## src/rtl/addsub_pkg.sv

```systemverilog
// Shared definitions for the add/subtract accumulator.
// Opcodes (OP_LOAD/OP_ADD/OP_SUB/OP_CLEAR) and the two-state output FSM
// encoding (IDLE/RESULT), plus the signed-saturation helper used when the
// design is built with ADDSUB_ACC_SAT_EN.
package addsub_pkg;

  typedef enum logic [1:0] {
    OP_LOAD  = 2'b00,
    OP_ADD   = 2'b01,
    OP_SUB   = 2'b10,
    OP_CLEAR = 2'b11
  } op_e;

  typedef enum logic {
    IDLE   = 1'b0,
    RESULT = 1'b1
  } state_e;

  // Returns 1 when the signed extreme should be the positive one (0111..1);
  // overflow can only push past the extreme on the side of operand a's sign.
  function automatic logic sat_positive(input logic a_msb);
    return ~a_msb;
  endfunction

endpackage

```

## src/rtl/addsub_core.sv

```systemverilog
// Combinational ripple adder-subtractor.
//   a, b  : WIDTH-bit operands
//   sub   : 1 selects a - b (b inverted, carry-in forced to 1)
//   sum   : WIDTH-bit result
//   carry : carry-out of the top bit (for subtract, 1 = no borrow)
//   ovf   : two's-complement signed overflow
// One full-adder instance per bit, chained through c[].

module addsub_fa (
  input  logic a,
  input  logic b,
  input  logic cin,
  output logic s,
  output logic cout
);
  assign s    = a ^ b ^ cin;
  assign cout = (a & b) | (cin & (a ^ b));
endmodule

module addsub_core #(
  parameter int WIDTH = 4
) (
  input  logic [WIDTH-1:0] a,
  input  logic [WIDTH-1:0] b,
  input  logic             sub,
  output logic [WIDTH-1:0] sum,
  output logic             carry,
  output logic             ovf
);
  logic [WIDTH-1:0] bx;
  logic [WIDTH:0]   c;

  assign bx   = b ^ {WIDTH{sub}};
  assign c[0] = sub;

  for (genvar i = 0; i < WIDTH; i++) begin : g_bit
    addsub_fa u_fa (
      .a   (a[i]),
      .b   (bx[i]),
      .cin (c[i]),
      .s   (sum[i]),
      .cout(c[i+1])
    );
  end

  assign carry = c[WIDTH];
  // Same-signed inputs producing a differently-signed result.
  assign ovf   = (a[WIDTH-1] == bx[WIDTH-1]) && (sum[WIDTH-1] != a[WIDTH-1]);
endmodule

```

## src/rtl/addsub_accumulator.sv

```systemverilog
// Accumulator stage around addsub_core with valid/ready on both sides.
//   clk, rst_n          : clock, async active-low reset
//   in_valid/in_ready   : command handshake; in_op, in_data = command
//   out_valid/out_ready : result handshake
//   out_acc             : accumulator after the command
//   out_carry, out_ovf  : adder carry-out / signed overflow (0 for LOAD/CLEAR)
//   out_zero            : out_acc == 0
// Build option: define ADDSUB_ACC_SAT_EN to saturate ADD/SUB results on
// signed overflow instead of wrapping.
// A result is registered on the accepting edge; in_ready opens whenever the
// output register is empty or being drained this cycle, so a pop and a push
// can share one edge with no bubble.

module addsub_accumulator
  import addsub_pkg::*;
#(
  parameter int WIDTH = 4
) (
  input  logic             clk,
  input  logic             rst_n,
  input  logic             in_valid,
  output logic             in_ready,
  input  logic [1:0]       in_op,
  input  logic [WIDTH-1:0] in_data,
  output logic             out_valid,
  input  logic             out_ready,
  output logic [WIDTH-1:0] out_acc,
  output logic             out_carry,
  output logic             out_ovf,
  output logic             out_zero
);
  state_e           state;
  logic [WIDTH-1:0] acc;
  logic [WIDTH-1:0] sum;
  logic             sum_carry, sum_ovf, sub, accept;
  logic [WIDTH-1:0] nxt_acc;
  logic             nxt_carry, nxt_ovf;

  assign sub      = (in_op == OP_SUB);
  assign in_ready = !out_valid || out_ready;
  assign accept   = in_valid && in_ready;
  assign out_acc  = acc;

  addsub_core #(.WIDTH(WIDTH)) u_core (
    .a    (acc),
    .b    (in_data),
    .sub  (sub),
    .sum  (sum),
    .carry(sum_carry),
    .ovf  (sum_ovf)
  );

  always_comb begin
    nxt_acc   = '0;
    nxt_carry = 1'b0;
    nxt_ovf   = 1'b0;
    case (in_op)
      OP_LOAD: nxt_acc = in_data;
      OP_ADD, OP_SUB: begin
        nxt_carry = sum_carry;
        nxt_ovf   = sum_ovf;
`ifdef ADDSUB_ACC_SAT_EN
        if (sum_ovf)
          nxt_acc = sat_positive(acc[WIDTH-1]) ? {1'b0, {(WIDTH-1){1'b1}}}
                                               : {1'b1, {(WIDTH-1){1'b0}}};
        else
          nxt_acc = sum;
`else
        nxt_acc = sum;
`endif
      end
      default: nxt_acc = '0; // CLEAR: operand ignored
    endcase
  end

  always_ff @(posedge clk or negedge rst_n) begin
    if (!rst_n) begin
      state     <= IDLE;
      out_valid <= 1'b0;
      acc       <= '0;
      out_carry <= 1'b0;
      out_ovf   <= 1'b0;
      out_zero  <= 1'b0;
    end else begin
      // Outputs only move on accept, so they hold while back-pressured.
      if (accept) begin
        acc       <= nxt_acc;
        out_carry <= nxt_carry;
        out_ovf   <= nxt_ovf;
        out_zero  <= (nxt_acc == '0);
      end
      case (state)
        IDLE: begin
          if (accept) begin
            state     <= RESULT;
            out_valid <= 1'b1;
          end
        end
        RESULT: begin
          if (out_ready && !accept) begin
            state     <= IDLE;
            out_valid <= 1'b0;
          end
        end
        default: begin
          state     <= IDLE;
          out_valid <= 1'b0;
        end
      endcase
    end
  end
endmodule

```

## config.mk

```make
export PLATFORM = sky130hd
export DESIGN_NAME = addsub_accumulator
export DESIGN_NICKNAME = d
export VERILOG_FILES = /design/src/rtl/addsub_pkg.sv /design/src/rtl/addsub_core.sv /design/src/rtl/addsub_accumulator.sv
export SDC_FILE = /design/constraint.sdc
export NUM_CORES = 1
export LEC_CHECK = 0
export CAP_MARGIN = 0
export CORE_MARGIN = 5
export CORE_UTILIZATION = 49
export DETAILED_ROUTE_END_ITERATION = 10
export GPL_ROUTABILITY_DRIVEN = 0
export GPL_TIMING_DRIVEN = 0
export PLACE_DENSITY = 0.86
export SLEW_MARGIN = 30
export SYNTH_ARGS = -nofsm -noshare
export SYNTH_HDL_FRONTEND = slang
export SYNTH_SLANG_ARGS = --single-unit
```

## constraint.sdc

```tcl
create_clock -name clk -period 6.4 [get_ports clk]
set_input_delay 1.28 -clock clk [delete_from_list [all_inputs] [get_ports clk]]
set_output_delay 1.28 -clock clk [all_outputs]
set_load 0.01 [all_outputs]
```

### Cells by drive strength, run 1

(8 px per µm)
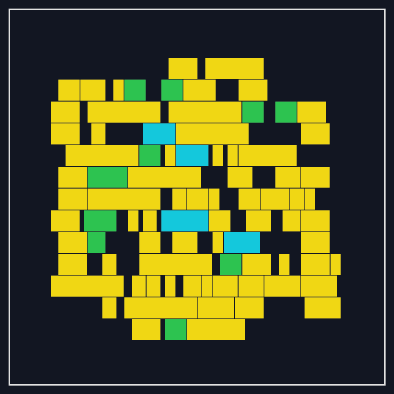
| size | color | cells |
|---|---|---|
| _2 cells | cyan | 4 |
| _3 and _4 cells | green | 10 |
| _0 and _1 cells | yellow | 70 |

### Gate-type map, run 1

(8 px per µm)
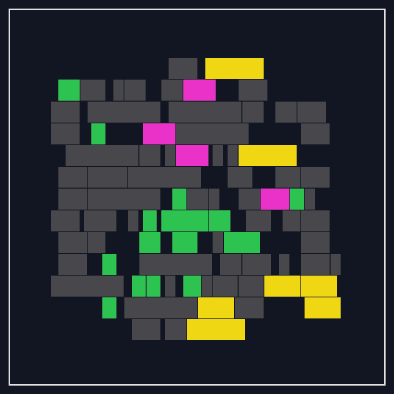
| family | color | cells | most used |
|---|---|---|---|
| adder and majority cells | yellow | 7 | ha_1 |
| inverting AOI/OAI gates | green | 15 | o21ai_0 |
| multiplexers | magenta | 4 | mux2_2 |

==> impl_metrics.py, run 1 <==
# Metrics from the implementation run
metrics = {
    "setup_path": {
        "critPathRequiredTime_ns": 6.57,
        "timing.rr.start": "out_acc[0]$_DFFE_PN0P_",
        "crit_arrival_ns": 4.33,
        "critPathSlowestCell": "clkdlybuf4s50_1",
        "path_common_cell": "fa_1",
        "endpoint": "out_zero$_DFFE_PN0P_",
        "crit_buf_inv": 3,
        "path_depth": 11,
        "r2r-end": "out_zero$_DFFE_PN0P_",
        "crit_path_end_kind": "flip-flop",
        "crit_type": "primary input to flip-flop",
        "cp-start-kind": "primary input",
    },
    "clocking": {
        "h-tree-depth": 1,
        "post_cts_resized": 0,
        "cts_setup_buffers": 0,
        "cts_buffers": 3,
        "cts_hold_buffers": 0,
        "clk_latency_ns": 0.27,
        "tritoncts": "yes",
    },
    "global_route": {
        "overflow": 0,
        "grt_pass1_vias": 566,
        "gr-usage-all-layers": 0.164,
        "grt_max_degree": 10,
        "antenna_found_initial": 0,
        "grt_pass1_wl_um": 2440,
    },
    "synth": {
        "ys_ff": 9,
        "ys_sh_xor": 0.0662,
        "seq_area_frac_synth": 0.340,
        "yosys_cells": 62,
        "ys_sh_simple": 0.0870,
        "ys_area_um2": 662,
        "synthDistinctLibCells": 27,
        "topCombFamilyByArea": "AND-OR/OR-AND gates",
        "synth_area_per_cell_um2": 10.7,
        "netlist_area_um2": 662,
        "synth_cells": 62,
        "synthesis.nets": 79,
        "synthAoiAreaFrac": 0.174,
    },
    "place": {
        "dpl_cell_area_um2": 861,
        "place_ws_ns": 1.98,
        "hpwl_um": 1110,
    },
    "job": {
        "maxCapViolCount": 0,
    },
    "routing": {
        "first_iter_violations": 6,
        "dr_total_vias": 522,
        "ant_nets": 0,
        "wirelength_um": 1420,
        "drc_errors": 0,
    },
    "power_and_ir_drop": {
        "p_per_area_mw_per_mm2": 341,
        "power_leakage_nw": 0.404,
        "p_comb_frac": 0.547,
        "p_sw_mw": 0.107,
        "switching_share": 0.355,
        "peakVddDrop_mv": 0.181,
    },
    "die": {
        "num_rows": 13,
        "die_y_um": 46.8,
        "chipArea_mm2": 0.00219,
        "ioPinCount": 19,
        "core_mm2": 0.00128,
        "die-width_um": 46.8,
    },
    "final_layout": {
        "drive_gt1_frac": 0.167,
        "diodes": 0,
        "fin_area_um2": 887,
        "lay_top_cells": "clkdlybuf4s50_1, dfrtp_1, inv_1, o21ai_0",
    },
    "final_timing": {
        "hold_viol_final": 0,
        "layout_setup_ws_ns": 2.24,
        "fin_tns_setup_ns": 0,
        "drv_slew": 0,
        "finalClockSkew_ns": 0.00720,
        "setup_viol": 0,
        "period_used_share": 0.651,
        "slew_headroom": 0.724,
    },
    "min_path": {
        "hold_path.class": "flip-flop to flip-flop",
    },
    "run_status": {
        "status": "completed",
    },
}
### Wiring by layer, run 1

(8 px per µm)
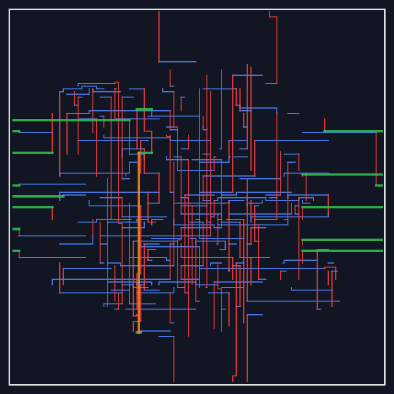
| layer | color | wire length |
|---|---|---|
| metal 4 | orange | 22.4 µm |
| metal 2 | red | 709 µm |
| metal 3 | green | 84.2 µm |
| metal 1 | blue | 606 µm |

### Nets reached from selected ports, run 1

(10 px per µm)
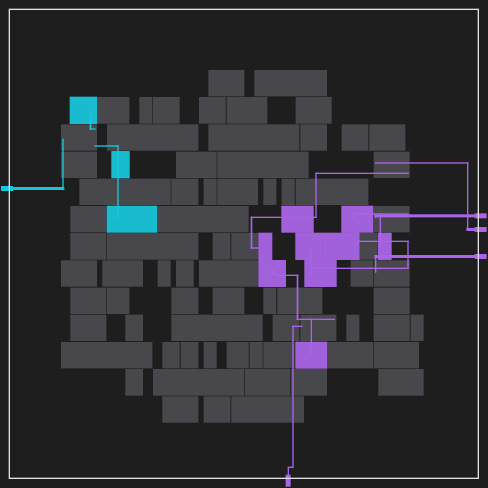
| port | color | bits | direction | edge | end cells | buffers | wire |
|---|---|---|---|---|---|---|---|
| out_ready | cyan | 1 | input | left | 3 | 1 | 21.4 µm |
| in_data | purple | 4 | input | 3 right, 1 bottom | 9 | 4 | 123 µm |

run 1: routing by layer:
layer | GRT usage | up-vias | share of wire
li1 | - | 250 | -
met1 | 0.185 | 252 | 0.43
met2 | 0.299 | 18 | 0.50
met3 | 0.0230 | 2 | 0.059
met4 | 0.0829 | 0 | 0.015
met5 | 0 | - | 0
run 1: how the worst min path moves through the flow:
stage	startpoint	end	slack, ns	cells after the start
3_3_place_gp	out_ovf$_DFFE_PN0P_	out_ovf$_DFFE_PN0P_	0.50	2
5_1_grt	out_acc[1]$_DFFE_PN0P_	out_acc[1]$_DFFE_PN0P_	0.56	1
4_1_cts	out_zero$_DFFE_PN0P_	out_zero$_DFFE_PN0P_	0.54	2
6_report	out_carry$_DFFE_PN0P_	out_carry$_DFFE_PN0P_	0.53	2
2_1_floorplan	out_acc[1]$_DFFE_PN0P_	out_acc[1]$_DFFE_PN0P_	0.50	1
3_5_place_dp	out_zero$_DFFE_PN0P_	out_zero$_DFFE_PN0P_	0.51	2
run 1: cell usage after synthesis, drive strengths merged:
| cell | count | share of area |
|---|---|---|
| xnor2 | 4 | 0.053 |
| nand2b | 1 | 0.0095 |
| a21boi | 1 | 0.011 |
| or2b | 1 | 0.011 |
| inv | 9 | 0.055 |
| xor2 | 1 | 0.013 |
| mux2i | 1 | 0.015 |
| fa | 3 | 0.091 |
| a21oi | 2 | 0.015 |
| o31ai | 2 | 0.030 |
| o21ai | 6 | 0.045 |
| nand3b | 1 | 0.011 |
| o41ai | 2 | 0.038 |
| buf | 4 | 0.045 |
| nor2b | 1 | 0.021 |
| nand2 | 4 | 0.034 |
| dfrtp | 9 | 0.34 |
| o22a | 1 | 0.013 |
| mux2 | 3 | 0.051 |
| a31oi | 1 | 0.0095 |
| ha | 4 | 0.076 |
| a22oi | 1 | 0.011 |
run 1: metrics by stage:
| stage | hold WS, ns | instances |
|---|---|---|
| after floorplan | 0.503 | 62 |
| after global placement | 0.501 | 95 |
| after detailed placement | 0.512 | 95 |
| after CTS | 0.538 | 99 |
| after global routing | 0.563 | 99 |
| final | 0.531 | 99 |
run 1: flip-flops by register name (all words and copies together), names as in the netlist:
name,count
out_acc,4
out_carry,1
out_ovf,1
out_valid,1
out_zero,1
state,1
run 1: cell type report:
| type | instances | area [µm²] | area share |
|---|---|---|---|
| Buffer | 4 | 30.0 | 0.0339 |
| Clock buffer | 4 | 26.3 | 0.0296 |
| Inverter | 9 | 36.3 | 0.0409 |
| Multi-Input combinational cell | 40 | 370 | 0.417 |
| Sequential cell | 9 | 225 | 0.254 |
| Tap cell | 15 | 18.8 | 0.0212 |
| Timing Repair Buffer | 18 | 180 | 0.203 |
run 1: power by group through the flow:
stage                     clock, mW  sequential [mW]  combinational [mW]
after CTS                    0.0467           0.0923               0.168
after global placement            0           0.0924               0.157
after floorplan                   0           0.0943              0.0939
after global routing         0.0494           0.0963               0.182
after detailed placement          0           0.0929               0.165
final                        0.0451           0.0920               0.166
==> inputs of run 2 (changes only) <==
--- a/config.mk
+++ b/config.mk
@@ -7,11 +7,11 @@
 export LEC_CHECK = 0
 export CAP_MARGIN = 0
 export CORE_MARGIN = 5
-export CORE_UTILIZATION = 49
+export CORE_UTILIZATION = 45
 export DETAILED_ROUTE_END_ITERATION = 10
 export GPL_ROUTABILITY_DRIVEN = 0
 export GPL_TIMING_DRIVEN = 0
-export PLACE_DENSITY = 0.86
+export PLACE_DENSITY = 0.8
 export SLEW_MARGIN = 30
 export SYNTH_ARGS = -nofsm -noshare
 export SYNTH_HDL_FRONTEND = slang
==> constraint.sdc (replaced) <==
create_clock -name clk -period 4.4 [get_ports clk]
set_input_delay 0.88 -clock clk [delete_from_list [all_inputs] [get_ports clk]]
set_output_delay 0.88 -clock clk [all_outputs]
set_load 0.01 [all_outputs]
### Clock wiring as the flow saved it, run 2

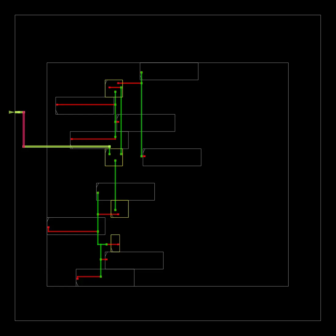
Clock buffer cells: 4
worst skew pair latency: 0.25 ns
Sink Count: 9
CTS Buf Count: 3

### Nets reached from selected ports, run 2

(10 px per µm)
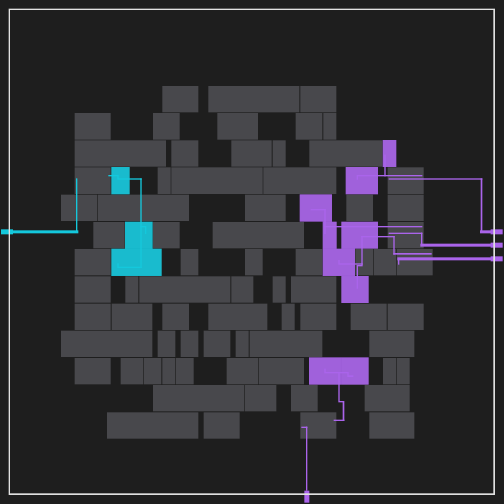
| port | color | bits | direction | edge | end cells | buffers | wire |
|---|---|---|---|---|---|---|---|
| in_data | purple | 4 | input | 3 right, 1 bottom | 9 | 4 | 91.4 µm |
| out_ready | cyan | 1 | input | left | 3 | 1 | 27.7 µm |

==> impl_metrics.py, run 2 <==
# Metrics from the implementation run
metrics = {
    "routing": {
        "dr_total_vias": 506,
        "ant_nets": 0,
        "first_iter_violations": 2,
        "wirelength_um": 1260,
    },
    "clocking": {
        "tritoncts": "yes",
        "cts_hold_buffers": 0,
        "cts_setup_buffers": 0,
        "post_cts_resized": 0,
        "h-tree-depth": 1,
    },
    "setup_path": {
        "critPathRequiredTime_ns": 4.55,
        "crit_type": "primary input to flip-flop",
        "cp-start-kind": "primary input",
    },
    "synth": {
        "seq_area_frac_synth": 0.340,
        "synthDistinctLibCells": 27,
        "ys_sh_xor": 0.0662,
        "area_leaders": "dfrtp_1, fa_1, ha_1, xnor2_1, o21ai_0",
        "top_cell_area_share": 0.340,
        "most_common_cell": "dfrtp_1",
        "yosys_cells": 62,
        "ys_ff": 9,
        "edf_count": 0,
        "ys_sh_simple": 0.0870,
        "largest_area_cell": "dfrtp_1",
        "synthesis.nets": 79,
        "synth_area_per_cell_um2": 10.7,
        "netlist_area_um2": 662,
    },
    "final_timing": {
        "layout_setup_ws_ns": 0.688,
        "period_used_share": 0.844,
        "slew_headroom": 0.724,
        "drv_slew": 0,
        "fin_tns_setup_ns": 0,
        "finalClockSkew_ns": 0.000566,
        "setup_viol": 0,
    },
    "die": {
        "num_rows": 13,
        "ioPinCount": 19,
        "core_mm2": 0.00135,
        "chipArea_mm2": 0.00234,
    },
    "final_layout": {
        "drive_gt1_frac": 0.167,
        "diodes": 0,
        "lay_top_cells": "clkdlybuf4s50_1, dfrtp_1, inv_1, o21ai_0",
        "instances_no_fill": 99,
        "largest_reg_flops": 4,
        "regArea_um2": 225,
    },
    "place": {
        "dp_cells": 95,
        "hpwl_um": 1020,
        "place_ws_ns": 0.426,
    },
    "global_route": {
        "grt_pass1_wl_um": 2240,
        "gr-usage-all-layers": 0.116,
        "grt_max_degree": 10,
        "antenna_found_initial": 0,
    },
    "power_and_ir_drop": {
        "power_leakage_nw": 0.404,
        "p_per_area_mw_per_mm2": 481,
    },
    "min_path": {
        "holdCritStartpoint": "out_ovf$_DFFE_PN0P_",
        "hold_path.class": "flip-flop to flip-flop",
    },
    "run_status": {
        "status": "completed",
    },
}
run 2: cell counts after synthesis:
Identical to the previous run, type by type.
run 2: logic make-up after synthesis:
logic type	count (synthesis)
compound gates	16
flops	9
mux	4
xor+xnor	5
fa+ha+maj	7
buf+inv	13
simple gates	8
run 2: worst paths after layout:
check | end | slack, ns | depth (start not counted)
worst max-delay path | out_zero$_DFFE_PN0P_ | 0.69 | 11
worst min-delay path | out_ovf$_DFFE_PN0P_ | 0.52 | 2
worst max register to register | out_zero$_DFFE_PN0P_ | 1.82 | 8
worst min register to register | out_ovf$_DFFE_PN0P_ | 0.52 | 2
max in group asynchronous | out_acc[1]$_DFFE_PN0P_ | 3.19 | 1
min in group asynchronous | state$_DFF_PN0_ | 0.93 | 1
run 2: final cells by class:
| type | count | area share |
|---|---|---|
| Inverter | 9 | 0.0409 |
| Multi-Input combinational cell | 40 | 0.417 |
| Buffer | 4 | 0.0339 |
| Sequential cell | 9 | 0.254 |
| Clock buffer | 4 | 0.0296 |
| Tap cell | 15 | 0.0212 |
| Timing Repair Buffer | 18 | 0.203 |
run 2: power breakdown:
group	switching [mW]	total [mW]	internal [mW]
logic	0.0967	0.232	0.135
clock network	0.0273	0.0621	0.0349
registers	0.0221	0.133	0.111
run 2: per-stage QoR:
| step | util | hold slack [ns] | instance area (µm²) |
|---|---|---|---|
| 6_report | 0.657 | 0.525 | 887 |
| 5_1_grt | 0.657 | 0.555 | 887 |
| 4_1_cts | 0.657 | 0.528 | 887 |
| 3_5_place_dp | 0.638 | 0.506 | 861 |
| 3_3_place_gp | 0.638 | 0.501 | 861 |
| 2_1_floorplan | - | 0.503 | 662 |
run 2: per-layer routing:
layer | share of wire | vias up | global-route usage
met1 | 0.48 | 239 | 0.142
met2 | 0.47 | 14 | 0.187
li1 | - | 251 | -
met3 | 0.050 | 2 | 0.0306
met5 | 0 | - | 0
met4 | 0.0040 | 0 | 0.0553
run 2: worst max-delay path, stage by stage:
cell and delay [ns]:
clkdlybuf4s50_1 0.48, inv_1 0.06, ha_1 0.27, xnor2_1 0.17, fa_1 0.41, fa_1 0.37, inv_1 0.08, fa_1 0.45
a22oi_1 0.28, a31oi_1 0.13, o41ai_2 0.28
==> inputs of run 3 (changes only) <==
==> constraint.sdc (replaced) <==
create_clock -name clk -period 3.7 [get_ports clk]
set_input_delay 0.74 -clock clk [delete_from_list [all_inputs] [get_ports clk]]
set_output_delay 0.74 -clock clk [all_outputs]
set_load 0.01 [all_outputs]
### Wiring by layer, run 3

(8 px per µm)
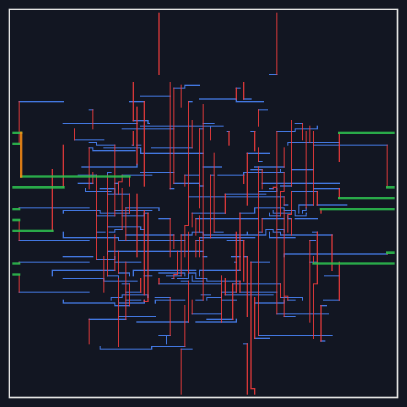
| layer | color | wire length |
|---|---|---|
| metal 4 | orange | 5.40 µm |
| metal 2 | red | 598 µm |
| metal 1 | blue | 613 µm |
| metal 3 | green | 63.2 µm |

### Cells by drive strength, run 3

(8 px per µm)
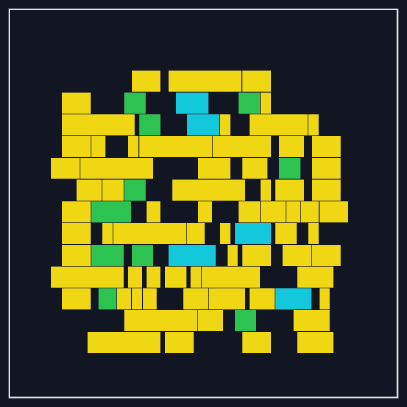
| size | color | cells |
|---|---|---|
| _2 cells | cyan | 5 |
| _3 and _4 cells | green | 10 |
| _0 and _1 cells | yellow | 69 |

==> impl_metrics.py, run 3 <==
# Metrics from the implementation run
metrics = {
    "final_timing": {
        "drv_slew": 0,
        "worst_hold_slack_ns": 0.523,
        "finalClockSkew_ns": 0.000575,
        "slew_headroom": 0.724,
        "worst_pin_slew_ns": 0.412,
        "period_used_share": 0.954,
        "setup_viol": 0,
        "layout_setup_ws_ns": 0.169,
    },
    "global_route": {
        "gr-usage-all-layers": 0.116,
        "overflow": 0,
        "grt_pass1_wl_um": 2240,
        "grt_max_degree": 10,
        "antenna_found_initial": 0,
    },
    "final_layout": {
        "diodes": 0,
        "lay_top_cells": "clkdlybuf4s50_1, dfrtp_1, inv_1, o21ai_0",
        "largest_reg_flops": 4,
        "drive_gt1_frac": 0.179,
        "fin_area_um2": 892,
        "regArea_um2": 225,
    },
    "clocking": {
        "clk_latency_ns": 0.25,
        "clock-sinks": 9,
        "cts_buffers": 3,
        "tritoncts": "yes",
        "h-tree-depth": 1,
    },
    "place": {
        "dpl_cell_area_um2": 861,
        "place_ws_ns": -0.134,
        "hpwl_um": 1020,
    },
    "setup_path": {
        "critPathRequiredTime_ns": 3.85,
        "cp-start-kind": "primary input",
    },
    "synth": {
        "netlist_area_um2": 662,
        "top_cell_area_share": 0.340,
        "most_common_cell": "dfrtp_1",
        "edf_count": 0,
        "synthDistinctLibCells": 27,
        "seq_area_frac_synth": 0.340,
        "area_leaders": "dfrtp_1, fa_1, ha_1, xnor2_1, o21ai_0",
        "synthesis.nets": 79,
        "synth_area_per_cell_um2": 10.7,
        "largest_area_cell": "dfrtp_1",
    },
    "routing": {
        "wirelength_um": 1280,
        "wl_per_cell_um": 12.9,
        "first_iter_violations": 2,
        "ant_nets": 0,
        "dr_total_vias": 510,
    },
    "power_and_ir_drop": {
        "p_per_area_mw_per_mm2": 575,
        "power_leakage_nw": 0.405,
    },
    "die": {
        "core_mm2": 0.00135,
        "ioPinCount": 19,
        "chipArea_mm2": 0.00234,
    },
    "job": {
        "tool_warnings": 29,
    },
    "run_status": {
        "status": "completed",
    },
    "min_path": {
        "hold_path.class": "flip-flop to flip-flop",
    },
}
-- run 3: cell counts after synthesis --
Identical to the previous run, type by type.
-- run 3: what timing repair did --
action,in CTS,in global routing
setup buffers,0,0
setup endpoints to repair,0,1
resized,0,1
-- run 3: cell type report --
class,count,share of cell area
Timing Repair Buffer,18,0.202
Sequential cell,9,0.252
Multi-Input combinational cell,40,0.421
Clock buffer,4,0.0295
Inverter,9,0.0407
Tap cell,15,0.0210
Buffer,4,0.0337
-- run 3: layer usage --
metal	routed length, µm	global-route usage	vias up	share of wire
li1	-	-	250	-
met1	613	0.142	244	0.48
met2	598	0.187	14	0.47
met3	63	0.0306	2	0.049
met4	5	0.0553	0	0.0039
met5	0	0	-	0
-- run 3: worst max-delay path, stage by stage --
cell and delay, ns:
clkdlybuf4s50_1 0.48, inv_1 0.06, ha_1 0.27, xnor2_1 0.17, fa_1 0.41, fa_1 0.37
inv_1 0.08, fa_1 0.46, a22oi_2 0.24, a31oi_1 0.12, o41ai_2 0.27
-- run 3: worst paths after layout --
| check | start | to | slack (ns) | depth (start not counted) |
|---|---|---|---|---|
| max reg2reg | out_acc[0]$_DFFE_PN0P_ | out_zero$_DFFE_PN0P_ | 1.16 | 8 |
| min in group asynchronous | rst_n | state$_DFF_PN0_ | 0.79 | 1 |
| min | out_ovf$_DFFE_PN0P_ | out_ovf$_DFFE_PN0P_ | 0.52 | 2 |
| min reg2reg | out_ovf$_DFFE_PN0P_ | out_ovf$_DFFE_PN0P_ | 0.52 | 2 |
| max in group asynchronous | rst_n | out_acc[3]$_DFFE_PN0P_ | 2.63 | 1 |
| max | in_op[0] | out_zero$_DFFE_PN0P_ | 0.17 | 11 |
-- run 3: where the power goes --
part	switching [mW]	internal, mW	total, mW
Combinational	0.117	0.163	0.281
Clock	0.0321	0.0414	0.0735
Sequential	0.0264	0.132	0.158
Total	0.176	0.337	0.513
-- run 3: logic make-up (layout without fill, tap and decap cells) --
family          count (synthesis)  after routing  synth area share
buf+inv                        13             35             0.100
flops                           9              9             0.340
xor+xnor                        5              5            0.0662
mux                             4              4            0.0662
fa+ha+maj                       7              7             0.166
simple gates                    8              8            0.0870
compound gates                 16             16             0.174
-- run 3: metrics by stage --
| stage | util | cells |
|---|---|---|
| floorplan | - | 62 |
| global placement | 0.638 | 95 |
| detailed placement | 0.638 | 95 |
| CTS | 0.657 | 99 |
| global route | 0.661 | 99 |
| finish | 0.661 | 99 |
No activity file was given, so power comes from the tool's default toggle rates.
